$ cat src/rtl/calc_pkg.sv
// Shared types and key map for the calculator input sequencer.
package calc_pkg;

  localparam int KEY_VALID = 4;

  localparam logic [3:0] KEY_ADD = 4'd12;
  localparam logic [3:0] KEY_SUB = 4'd13;
  localparam logic [3:0] KEY_MUL = 4'd14;
  localparam logic [3:0] KEY_DIV = 4'd15;
  localparam logic [3:0] KEY_EQ  = 4'd11;
  localparam logic [3:0] KEY_CLR = 4'd7;

  typedef enum logic [1:0] {
    OP_ADD = 2'b00,
    OP_SUB = 2'b01,
    OP_MUL = 2'b10,
    OP_DIV = 2'b11
  } op_t;

  typedef enum logic [2:0] {
    ENTER_A = 3'd0,
    OP_WAIT = 3'd1,
    ENTER_B = 3'd2,
    EXEC    = 3'd3,
    SHOW    = 3'd4,
    ERR     = 3'd5
  } state_t;

  typedef struct packed {
    logic       is_digit;
    logic [3:0] digit;
    logic       is_op;
    op_t        op;
    logic       is_eq;
    logic       is_clr;
  } key_evt_t;

endpackage

$ cat src/rtl/calc_control_if.sv
// Request/ack bus between the sequencer (master) and the arithmetic unit (slave).
interface calc_control_if #(
  parameter int WIDTH = 16
);
  logic [WIDTH-1:0] op_a;
  logic [WIDTH-1:0] op_b;
  logic [1:0]       op_code;
  logic             req;
  logic             ack;
  logic [WIDTH-1:0] result;
  logic             err;

  modport master (output op_a, op_b, op_code, req, input ack, result, err);
  modport slave  (input op_a, op_b, op_code, req, output ack, result, err);
endinterface

$ cat src/rtl/calc_control_key_decode.sv
// Combinational numpad event decoder: scanner index to digit/operator/equals/clear.
module key_decode
  import calc_pkg::*;
(
  input  logic [4:0] key,
  output key_evt_t   evt
);
  logic [3:0] idx;
  assign idx = key[3:0];

  always_comb begin
    evt = '0;
    if (key[KEY_VALID]) begin
      // digit layout follows the keypad wiring, not the index order
      case (idx)
        4'd3:  begin evt.is_digit = 1'b1; evt.digit = 4'd0; end
        4'd0:  begin evt.is_digit = 1'b1; evt.digit = 4'd1; end
        4'd4:  begin evt.is_digit = 1'b1; evt.digit = 4'd2; end
        4'd8:  begin evt.is_digit = 1'b1; evt.digit = 4'd3; end
        4'd1:  begin evt.is_digit = 1'b1; evt.digit = 4'd4; end
        4'd5:  begin evt.is_digit = 1'b1; evt.digit = 4'd5; end
        4'd9:  begin evt.is_digit = 1'b1; evt.digit = 4'd6; end
        4'd2:  begin evt.is_digit = 1'b1; evt.digit = 4'd7; end
        4'd6:  begin evt.is_digit = 1'b1; evt.digit = 4'd8; end
        4'd10: begin evt.is_digit = 1'b1; evt.digit = 4'd9; end
        KEY_ADD: begin evt.is_op = 1'b1; evt.op = OP_ADD; end
        KEY_SUB: begin evt.is_op = 1'b1; evt.op = OP_SUB; end
        KEY_MUL: begin evt.is_op = 1'b1; evt.op = OP_MUL; end
        KEY_DIV: begin evt.is_op = 1'b1; evt.op = OP_DIV; end
        KEY_EQ:  evt.is_eq  = 1'b1;
        KEY_CLR: evt.is_clr = 1'b1;
        default: evt = '0;
      endcase
    end
  end
endmodule

$ cat src/rtl/calc_control.sv
// Calculator sequencer: builds two decimal operands, latches the operator and
// runs a req/ack exchange with the ALU, then holds the result or error.
module calc_control
  import calc_pkg::*;
#(
  parameter int WIDTH      = 16,
  parameter int MAX_DIGITS = 4
) (
  input  logic             clock,
  input  logic             reset,
  input  logic [4:0]       key,
  calc_control_if.master   alu,
  output logic [WIDTH-1:0] display,
  output logic             show_err,
  output logic             busy
);
  localparam int CNT_W = $clog2(MAX_DIGITS + 1);

  state_t           state_q, state_d;
  logic [WIDTH-1:0] a_q, a_d, b_q, b_d;
  logic [CNT_W-1:0] cnt_q, cnt_d;
  op_t              op_q, op_d, pend_q, pend_d;
  logic             chain_q, chain_d;
  logic             do_clr;
  key_evt_t         evt;
  logic [WIDTH-1:0] digit_w, a_app, b_app;
  logic             can_app;

  key_decode u_dec (.key(key), .evt(evt));

  // digit limit keeps acc*10+d inside WIDTH bits
  assign digit_w = WIDTH'(evt.digit);
  assign can_app = cnt_q < CNT_W'(MAX_DIGITS);
  assign a_app   = a_q * WIDTH'(10) + digit_w;
  assign b_app   = b_q * WIDTH'(10) + digit_w;

  always_ff @(posedge clock) begin
    if (reset) begin
      state_q <= ENTER_A;
      a_q     <= '0;
      b_q     <= '0;
      cnt_q   <= '0;
      op_q    <= OP_ADD;
      pend_q  <= OP_ADD;
      chain_q <= 1'b0;
    end else begin
      state_q <= state_d;
      a_q     <= a_d;
      b_q     <= b_d;
      cnt_q   <= cnt_d;
      op_q    <= op_d;
      pend_q  <= pend_d;
      chain_q <= chain_d;
    end
  end

  always_comb begin
    state_d = state_q;
    a_d     = a_q;
    b_d     = b_q;
    cnt_d   = cnt_q;
    op_d    = op_q;
    pend_d  = pend_q;
    chain_d = chain_q;
    do_clr  = 1'b0;
    case (state_q)
      ENTER_A: begin
        do_clr = evt.is_clr;
        if (evt.is_digit && can_app) begin
          a_d   = a_app;
          cnt_d = cnt_q + CNT_W'(1);
        end else if (evt.is_op) begin
          op_d    = evt.op;
          state_d = OP_WAIT;
        end
      end
      OP_WAIT: begin
        do_clr = evt.is_clr;
        if (evt.is_digit) begin
          b_d     = digit_w;
          cnt_d   = CNT_W'(1);
          state_d = ENTER_B;
        end else if (evt.is_op) begin
          op_d = evt.op;
        end
      end
      ENTER_B: begin
        do_clr = evt.is_clr;
        if (evt.is_digit && can_app) begin
          b_d   = b_app;
          cnt_d = cnt_q + CNT_W'(1);
        end else if (evt.is_eq) begin
          chain_d = 1'b0;
          state_d = EXEC;
        end else if (evt.is_op) begin
          pend_d  = evt.op;
          chain_d = 1'b1;
          state_d = EXEC;
        end
      end
      // keys, clear included, are dropped until the ALU answers
      EXEC: begin
        if (alu.ack) begin
          if (alu.err) begin
            state_d = ERR;
          end else begin
            a_d   = alu.result;
            cnt_d = '0;
            if (chain_q) begin
              op_d    = pend_q;
              state_d = OP_WAIT;
            end else begin
              state_d = SHOW;
            end
          end
        end
      end
      SHOW: begin
        do_clr = evt.is_clr;
        if (evt.is_digit) begin
          a_d     = digit_w;
          cnt_d   = CNT_W'(1);
          state_d = ENTER_A;
        end else if (evt.is_op) begin
          op_d    = evt.op;
          state_d = OP_WAIT;
        end
      end
      ERR:     do_clr = evt.is_clr;
      default: state_d = ENTER_A;
    endcase
    if (do_clr) begin
      a_d     = '0;
      b_d     = '0;
      cnt_d   = '0;
      op_d    = OP_ADD;
      chain_d = 1'b0;
      state_d = ENTER_A;
    end
  end

  always_comb begin
    case (state_q)
      ENTER_B, EXEC: display = b_q;
      ERR:           display = '0;
      default:       display = a_q;
    endcase
  end

  assign show_err    = (state_q == ERR);
  assign busy        = (state_q == EXEC);
  assign alu.req     = (state_q == EXEC);
  assign alu.op_a    = a_q;
  assign alu.op_b    = b_q;
  assign alu.op_code = op_q;
endmodule

$ cat src/flat_wrapper.sv
// flat-port wrapper written by rule: the top's interface ports become plain ports
module calc_control_flat import calc_pkg::*;
#(
  parameter int WIDTH      = 16,
  parameter int MAX_DIGITS = 4
)
  (clock, reset, key, display, show_err, busy, alu_op_a, alu_op_b, alu_op_code, alu_req, alu_ack, alu_result, alu_err);
  calc_control_if #(.WIDTH(WIDTH)) alu_i ();
  input  logic clock;
  input  logic reset;
  input  logic [4:0] key;
  output logic [WIDTH-1:0] display;
  output logic show_err;
  output logic busy;
  output wire logic [$bits(alu_i.op_a)-1:0] alu_op_a;
  output wire logic [$bits(alu_i.op_b)-1:0] alu_op_b;
  output wire logic [$bits(alu_i.op_code)-1:0] alu_op_code;
  output wire logic [$bits(alu_i.req)-1:0] alu_req;
  input wire logic [$bits(alu_i.ack)-1:0] alu_ack;
  input wire logic [$bits(alu_i.result)-1:0] alu_result;
  input wire logic [$bits(alu_i.err)-1:0] alu_err;
  assign alu_op_a = alu_i.op_a;
  assign alu_op_b = alu_i.op_b;
  assign alu_op_code = alu_i.op_code;
  assign alu_req = alu_i.req;
  assign alu_i.ack = alu_ack;
  assign alu_i.result = alu_result;
  assign alu_i.err = alu_err;
  calc_control #(.WIDTH(WIDTH), .MAX_DIGITS(MAX_DIGITS)) u_core (.clock(clock), .reset(reset), .key(key), .alu(alu_i), .display(display), .show_err(show_err), .busy(busy));
endmodule
$ cat config.mk
export PLATFORM = sky130hd
export DESIGN_NAME = calc_control_flat
export DESIGN_NICKNAME = d
export VERILOG_FILES = /design/src/rtl/calc_pkg.sv /design/src/rtl/calc_control_if.sv /design/src/rtl/calc_control_key_decode.sv /design/src/rtl/calc_control.sv /design/src/flat_wrapper.sv
export SDC_FILE = /design/constraint.sdc
export NUM_CORES = 1
export LEC_CHECK = 0
export ABC_AREA = 1
export CAP_MARGIN = 20
export CORE_MARGIN = 2
export CORE_UTILIZATION = 55
export CTS_CLUSTER_SIZE = 12
export DETAILED_ROUTE_END_ITERATION = 10
export GPL_ROUTABILITY_DRIVEN = 0
export GPL_TIMING_DRIVEN = 0
export PLACE_DENSITY = 0.82
export REMOVE_ABC_BUFFERS = 1
export SETUP_SLACK_MARGIN = 0.1
export SYNTH_ARGS = -nofsm -noshare
export SYNTH_HDL_FRONTEND = slang
export SYNTH_SLANG_ARGS = --single-unit
$ cat constraint.sdc
create_clock -name clock -period 6.95 [get_ports clock]
set_clock_uncertainty 0.1 [all_clocks]
set_input_delay 0.695 -clock clock [delete_from_list [all_inputs] [get_ports clock]]
set_output_delay 0.695 -clock clock [all_outputs]
set_load 0.02 [all_outputs]
==> reports/qor.yml, run 1 <==
synthesis:
  postSynthAreaPerCell_um2: 6.25
  synth.most_common_cell: "nand2_1"
  netlist_area_um2: 4570
  synthTopCellsByCount: "nand2_1, inv_1, nand3_1"
  topCellsByArea: "dfxtp_1, nand2_1, ha_1"
  top_cell_area_share_pct: 18.8
  synth_flops: 43
  synth_chip_area_um2: 4570
  edf_count: 0
  yosys_warnings: 0
  synth_cells: 732
  top_area_cell: "dfxtp_1"
  yosysUniqueCellTypes: 44
  async_flop_share_pct: 0
  ys_cells: 732
  flop_cell: "dfxtp_1"
  synth_seq_share_pct: 18.8
cells_and_area:
  design_area_um2: 5470
  nets: 883
  fin_util_pct: 67.3
  drive_above_1_share_pct: 4.99
  n_antenna_cell: 0
  logic_area_um2: 3270
  instances_no_fill: 907
  area_growth_pct: 19.7
  regArea_um2: 861
  fill_cells: 758
setup_path:
  cp_data_required_time_ns: 7.08
  crit_slowest_cell: "clkdlybuf4s50_1"
  critPathLaunchType: "input port"
  rr_worst_depth: 15
  critPathCaptureType: "flip-flop"
  critPathArrivalTime_ns: 4.06
  rr_startpoint: "u_core.alu.op_b[3]"
  cpLargestDelayFamily: "simple AND/OR/NAND/NOR gates"
  critPathKind: "input port to flip-flop"
  startpoint: "key[1]"
  cp.buffers_inverters: 3
  path_cells: "clkdlybuf4s50_1, inv_1, nor2_1, nand3_1, o21ai_0, a31oi_1, nor2_1, ha_1, inv_1, fa_1, o21ai_1, nand3_1, nor2_2, nand3_1, nor2_1, nand3_1, nand2_1, nand3_1, a21oi_1"
  worst_path_largest_cell_delay_ns: 0.47
global_routing:
  grt-ovfl-total: 0
  grt_pass1_wl_um: 21100
  grt_antenna_before_repair: 0
placed_design:
  dpl.hpwl_um: 10200
floorplan:
  ioPinCount: 78
  dieHeight_um: 95.2
  placementRows: 33
  core_area_um2: 8130
  dieArea_um2: 9060
timing:
  min_period_ns: 3.93
  finalSetupViolCount: 0
  slew_viol_final: 0
  relSlewSlack_pct: 45.2
  hold_violations: 0
  tns_ns: 0
outcome:
  status: "completed"
clock_tree:
  clockRootBuffer: "clkbuf_8"
  ctsLongestPathBuffers: 2
  ctsHoldBuffers: 0
  cts_made_buffers: 5
  cts_setup_buffers: 0
  cts_tree: "built"
  h-tree-depth: 2
routing:
  remaining_drc_errors: 0
  wl_per_cell_um: 13.9
  postRouteAntennaNets: 0
  drtIter0Drc: 265
  vias_per_cell: 5.63
  first_pass_iters: 5
  num_vias: 5103
power:
  peakVddDrop_uv: 145
  p_leak_nw: 2.72
  power_density_nw_per_um2: 286
  power_mw: 1.56
hold_path:
  worstHoldPathCells: 2
  hp-start: "u_core.cnt_q[1]"
  min_path_type: "flip-flop to flip-flop"
flow_run:
  tool_warnings: 25
  maxCapViolations: 0
==> run 1: worst register-to-register path, cell delays in order, from the launching register on <==
cell     delay (ns)
dfxtp_1        0.45
ha_1           0.29
ha_1           0.26
fa_1           0.58
nand2_1        0.08
nor2_1         0.11
nand2_1        0.06
nand2_1        0.10
nand2_1        0.08
nor2_2         0.16
nand3_1        0.13
nor2_1         0.22
nand3_1        0.11
nand2_1        0.07
nand3_1        0.06
a21oi_1        0.13
==> run 1: worst paths after layout <==
kind / endpoint / slack (ns)
setup reg to reg: u_core.alu.op_b[14] / 3.88
setup / recovery: u_core.alu.op_b[15] / 3.02
hold reg to reg: u_core.cnt_q[1] / 0.40
hold / removal: u_core.cnt_q[1] / 0.40
==> run 1: logic make-up after synthesis <==
logic type,after synthesis,share of synthesized area [%]
xor gates and xnor gates,15,2.87
and+or+nand+nor,376,36.3
buffers and inverters,108,9.68
AOI/OAI and AO/OA,133,16.1
adders and majority gates,57,16.2
DFF,43,18.8
==> run 1: power breakdown <==
group	switching (mW)	internal [mW]
combinational	0.622	0.410
sequential	0.0791	0.297
clock	0.0868	0.0689
==> run 1: cells in the final DEF, fill, tap and decap left out, types with 2 or more instances in the layout <==
master,instances
nand2_1,209
inv_1,84
clkdlybuf4s50_1,77
nand3_1,70
a21oi_1,60
nor2_1,55
ha_1,53
o21ai_0,43
dfxtp_1,43
nand4_1,9
nand3b_1,8
xor2_1,8
a31oi_1,7
xnor2_1,7
inv_2,6
nor2_2,6
nand2_2,5
a211oi_1,5
clkbuf_8,5
nor2_4,4
fa_1,4
nand3_2,3
nor3_1,3
o21ai_1,3
a21boi_0,3
clkinv_2,3
clkinv_1,2
a21oi_2,2
or2_2,2
==> run 1: per-stage QoR <==
step           hold slack (ns)  setup WS [ns]
5_1_grt                  0.414           2.72
6_report                 0.395           3.02
3_5_place_dp             0.384           2.81
2_1_floorplan            0.337           3.88
3_3_place_gp             0.361           2.94
4_1_cts                  0.396           3.11
==> run 1: layer usage <==
layer,vias to the layer above,GRT usage [%],part of all wire (%)
met5,-,0,0
met4,0,7.97,1.9
met3,25,4.82,5.9
met2,166,52.4,49
met1,2353,34.4,43
li1,2559,-,-
==> run 1: registers in the layout, indices dropped and copies added (netlist names) <==
register            cells
u_core.state_q          3
u_core.cnt_q            3
u_core.chain_q          1
u_core.alu.op_b        16
u_core.alu.op_a        16
u_core.alu.op_code      2
u_core.pend_q           2
==> run 1: layout make-up <==
type | instances | area share [%]
clock inverter | 3 | 0.274
clock buffer | 5 | 1.26
inverter | 92 | 6.31
tap | 105 | 2.40
timing repair buffer | 78 | 14.3
sequential | 43 | 15.7
multi-input combinational | 581 | 59.7
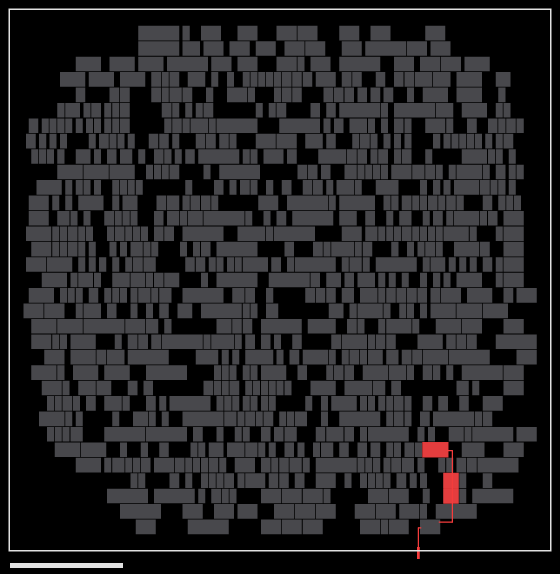
(run_1/port_trees.png)
The bar under the picture is 20 µm long.
`reset` -> red  # bits 1, direction input, edge south, end cells 3, wire 19.8 µm

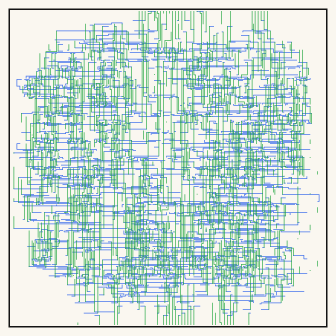
(run_1/layers.png)
Only two layers are drawn.
M2 -> green  # wire length 6,190 µm
M1 -> blue  # wire length 5,450 µm

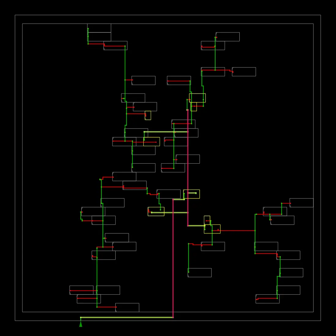
(run_1/clock_nets.png)
clk_lat worst skew: 0.30 ns
clock buf count: 5
P_clk: 0.156 mW
registers: 43
clock sinks: 43

## Run 2: what changed since run 1
CORE_UTILIZATION = 50   (was 55)
PLACE_DENSITY = 0.79   (was 0.82)
clock period = 3.3 ns   (was 6.95 ns; I/O delays follow)
==> reports/qor.yml, run 2 <==
outcome:
  status: "completed"
clock_tree:
  h-tree-depth: 2
  clockRootBuffer: "clkbuf_8"
  clock_sinks: 43
  clk_latency_ns: 0.30
  ctsHoldBuffers: 0
  cts_made_buffers: 5
  ctsLongestPathBuffers: 2
  cts_tree: "built"
timing:
  grt_setup_unrepaired: "no"
  slew_viol_final: 0
  relSlewSlack_pct: 45.6
  finalSetupViolCount: 0
  min_period_ns: 3.03
  fmax_mhz: 330
  tns_ns: 0
  hold_violations: 0
setup_path:
  critPathLaunchType: "input port"
  critPathCaptureType: "flip-flop"
  cp_max_fo: 6
  critPathKind: "input port to flip-flop"
  critPathArrivalTime_ns: 3.11
  rr_startpoint: "u_core.alu.op_b[1]"
  cp_data_required_time_ns: 3.38
power:
  p_int_mw: 1.66
  clockPowerShare_pct: 10.4
  p_leak_nw: 2.79
  p_sw_share_pct: 50.0
  pwr-share-comb_pct: 65.4
  power_switching_mw: 1.66
  power_density_nw_per_um2: 594
  peakVddDrop_uv: 355
  seq_power_share_pct: 24.2
routing:
  first_pass_iters: 5
  wl_per_cell_um: 14.0
  num_vias: 5068
  vias_per_cell: 5.54
  postRouteAntennaNets: 0
  remaining_drc_errors: 0
  drtIter0Drc: 277
placed_design:
  dpl.hpwl_um: 10200
  placed_area_um2: 5380
floorplan:
  core_area_um2: 8810
  dieArea_um2: 9930
  die_width_um: 99.7
  placementRows: 34
  ioPinCount: 78
  dieHeight_um: 99.7
synthesis:
  synth_cells: 732
  synth_flops: 43
  synth_chip_area_um2: 4570
  topCellsByArea: "dfxtp_1, nand2_1, ha_1"
  yosysUniqueCellTypes: 44
  async_flop_share_pct: 0
  edf_count: 0
  top_cell_area_share_pct: 18.8
  synthTopCellsByCount: "nand2_1, inv_1, nand3_1"
  top_area_cell: "dfxtp_1"
  flop_cell: "dfxtp_1"
  synth.most_common_cell: "nand2_1"
  netlist_area_um2: 4570
  postSynthAreaPerCell_um2: 6.25
  yosys_warnings: 0
  synth_seq_share_pct: 18.8
cells_and_area:
  nets: 888
  drive_above_1_share_pct: 8.06
  fill_cells: 821
  regArea_um2: 863
  n_antenna_cell: 0
  design_area_um2: 5590
  area_growth_pct: 22.1
  lay_top_count: "nand2_1"
  logic_area_um2: 3320
  instances_no_fill: 914
  lay_top_cells: "nand2_1, inv_1, clkdlybuf4s50_1"
hold_path:
  hp-start: "u_core.cnt_q[1]"
  min_path_type: "flip-flop to flip-flop"
global_routing:
  grt_pass1_wl_um: 21800
  grt_antenna_before_repair: 0
  grt-ovfl-total: 0
flow_run:
  maxCapViolations: 0
  tool_warnings: 25
[run 2: cell types whose count changed in the layout (fill, tap and decap cells not counted), moves of 4 or more]
cell	delta
dlymetal6s2s_1	+4
nor2_1	-4
inv_2	+4
buf_4	+5
clkdlybuf4s50_1	-4
inv_1	-4
[run 2: stage by stage]
step / hold slack (ns) / setup slack [ns] / total power [mW] / utilization, %
final: 0.381 / 0.270 / 3.32 / 63.4
after global routing: 0.420 / 0.131 / 3.62 / 63.4
after CTS: 0.382 / 0.101 / 3.28 / 62.5
after detailed placement: 0.370 / -0.397 / 2.93 / 61.1
after global placement: 0.359 / -0.342 / 2.87 / 61.1
after floorplan: 0.308 / 0.591 / 2.22 / -
[run 2: cell families (layout without fill, tap and decap cells)]
logic type / Yosys count / in the layout / share of synthesized area [%]
simple gates: 376 / 376 / 36.3
compound gates: 133 / 133 / 16.1
buf+inv: 108 / 182 / 9.68
fa+ha+maj: 57 / 57 / 16.2
flops: 43 / 43 / 18.8
xor+xnor: 15 / 15 / 2.87
[run 2: metal layers]
metal	share of wire (%)	vias to the layer above	track usage, %
met5	0	-	0
met4	1.4	0	5.27
met3	6.2	20	4.22
met2	49	150	46.0
met1	43	2322	34.3
li1	-	2576	-
[run 2: layout make-up]
cell class,instances,share of cell area [%]
multi-input cells,581,59.4
well taps,108,2.42
repair buffers,83,14.9
clock inverters,1,0.0896
clock buffers,6,1.48
inverters,92,6.23
flip-flops and latches,43,15.5
[run 2: power by group through the flow]
stage                     Sequential [mW]  Clock [mW]  Combinational [mW]
after floorplan                     0.858           0                1.36
after CTS                           0.791       0.344                2.14
after global routing                0.817       0.370                2.43
after global placement              0.799           0                2.07
final                               0.802       0.345                2.17
after detailed placement            0.804           0                2.12
[run 2: what timing repair did]
action | in CTS | in global routing
setup endpoints to repair | 5 | 26
buffers inserted | 3 | 2
gates resized | 5 | 24
pin swaps | 3 | 9
[run 2: critical path, cell delays in order]
cell and delay (ns):
clkdlybuf4s50_1 0.52, inv_1 0.13, nor2_2 0.27, buf_4 0.16, ha_2 0.16, inv_1 0.05, fa_2 0.33, inv_2 0.06
nand2_2 0.05, nand2_1 0.09, nand3_2 0.09, inv_2 0.07, nand2_2 0.07, nor2_4 0.15, nand3_4 0.10, nor2_4 0.15
nand2_1 0.06, nand2_1 0.06, nand2_1 0.05, nand2_1 0.07, a21oi_2 0.06
[run 2: worst paths after layout]
kind | slack, ns | cells after the start | endpoint
min reg2reg | 0.38 | 2 | u_core.cnt_q[1]
min | 0.38 | 2 | u_core.cnt_q[1]
max | 0.27 | 21 | u_core.alu.op_a[15]
max reg2reg | 0.37 | 15 | u_core.alu.op_b[14]
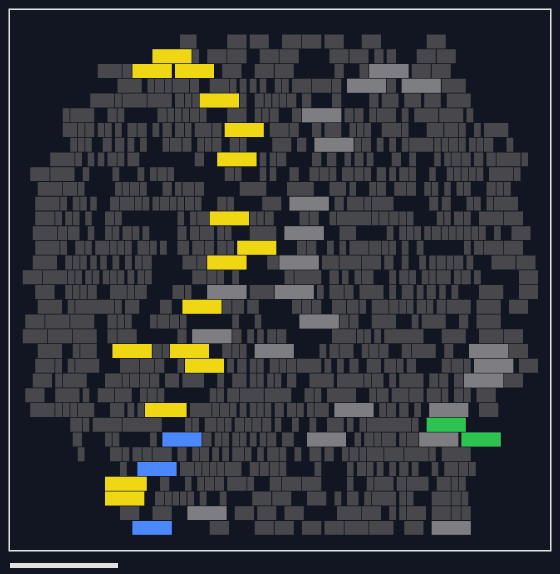
(run_2/ff_map.png)
The bar under the picture is 20 µm long. Other sequential cells in the stronger grey, the rest of the logic in the fainter grey.
`u_core.state_q` -> blue  # sequential cells 3
`u_core.alu.op_b` -> yellow  # sequential cells 16
`u_core.pend_q` -> green  # sequential cells 2

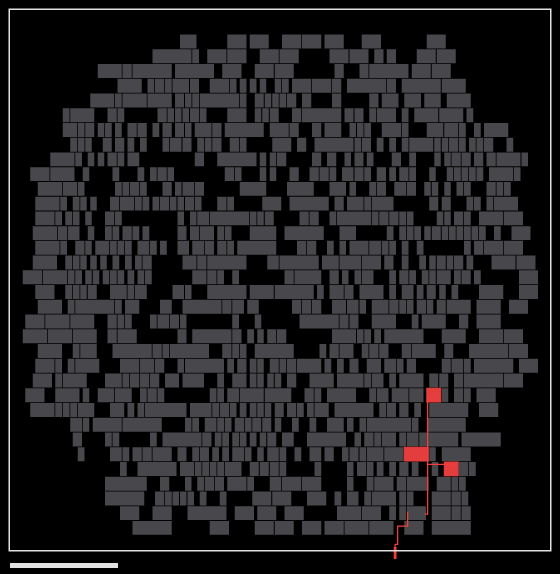
(run_2/port_trees.png)
The bar under the picture is 20 µm long.
`reset` -> red  # bits 1, direction input, edge south, end cells 3, wire 36.5 µm

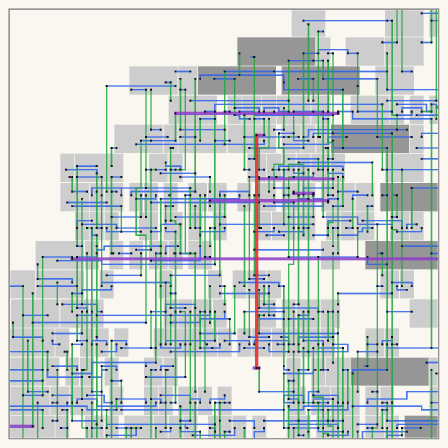
(run_2/closeup.png)
Region (5, 55) to (45, 95) µm. Cells in grey, sequential cells in the stronger grey; small squares are vias.
M4 -> red
M2 -> green
M1 -> blue
M3 -> purple
most frequent = nand2_1 (53), nand3_1 (18), inv_1 (17)
netlist names of flops here include = `u_core.alu.op_b` (7)
sequential cells in the window = 7
cells with their middle in the window = 161

No activity file was given, so power comes from the tool's default toggle rates.
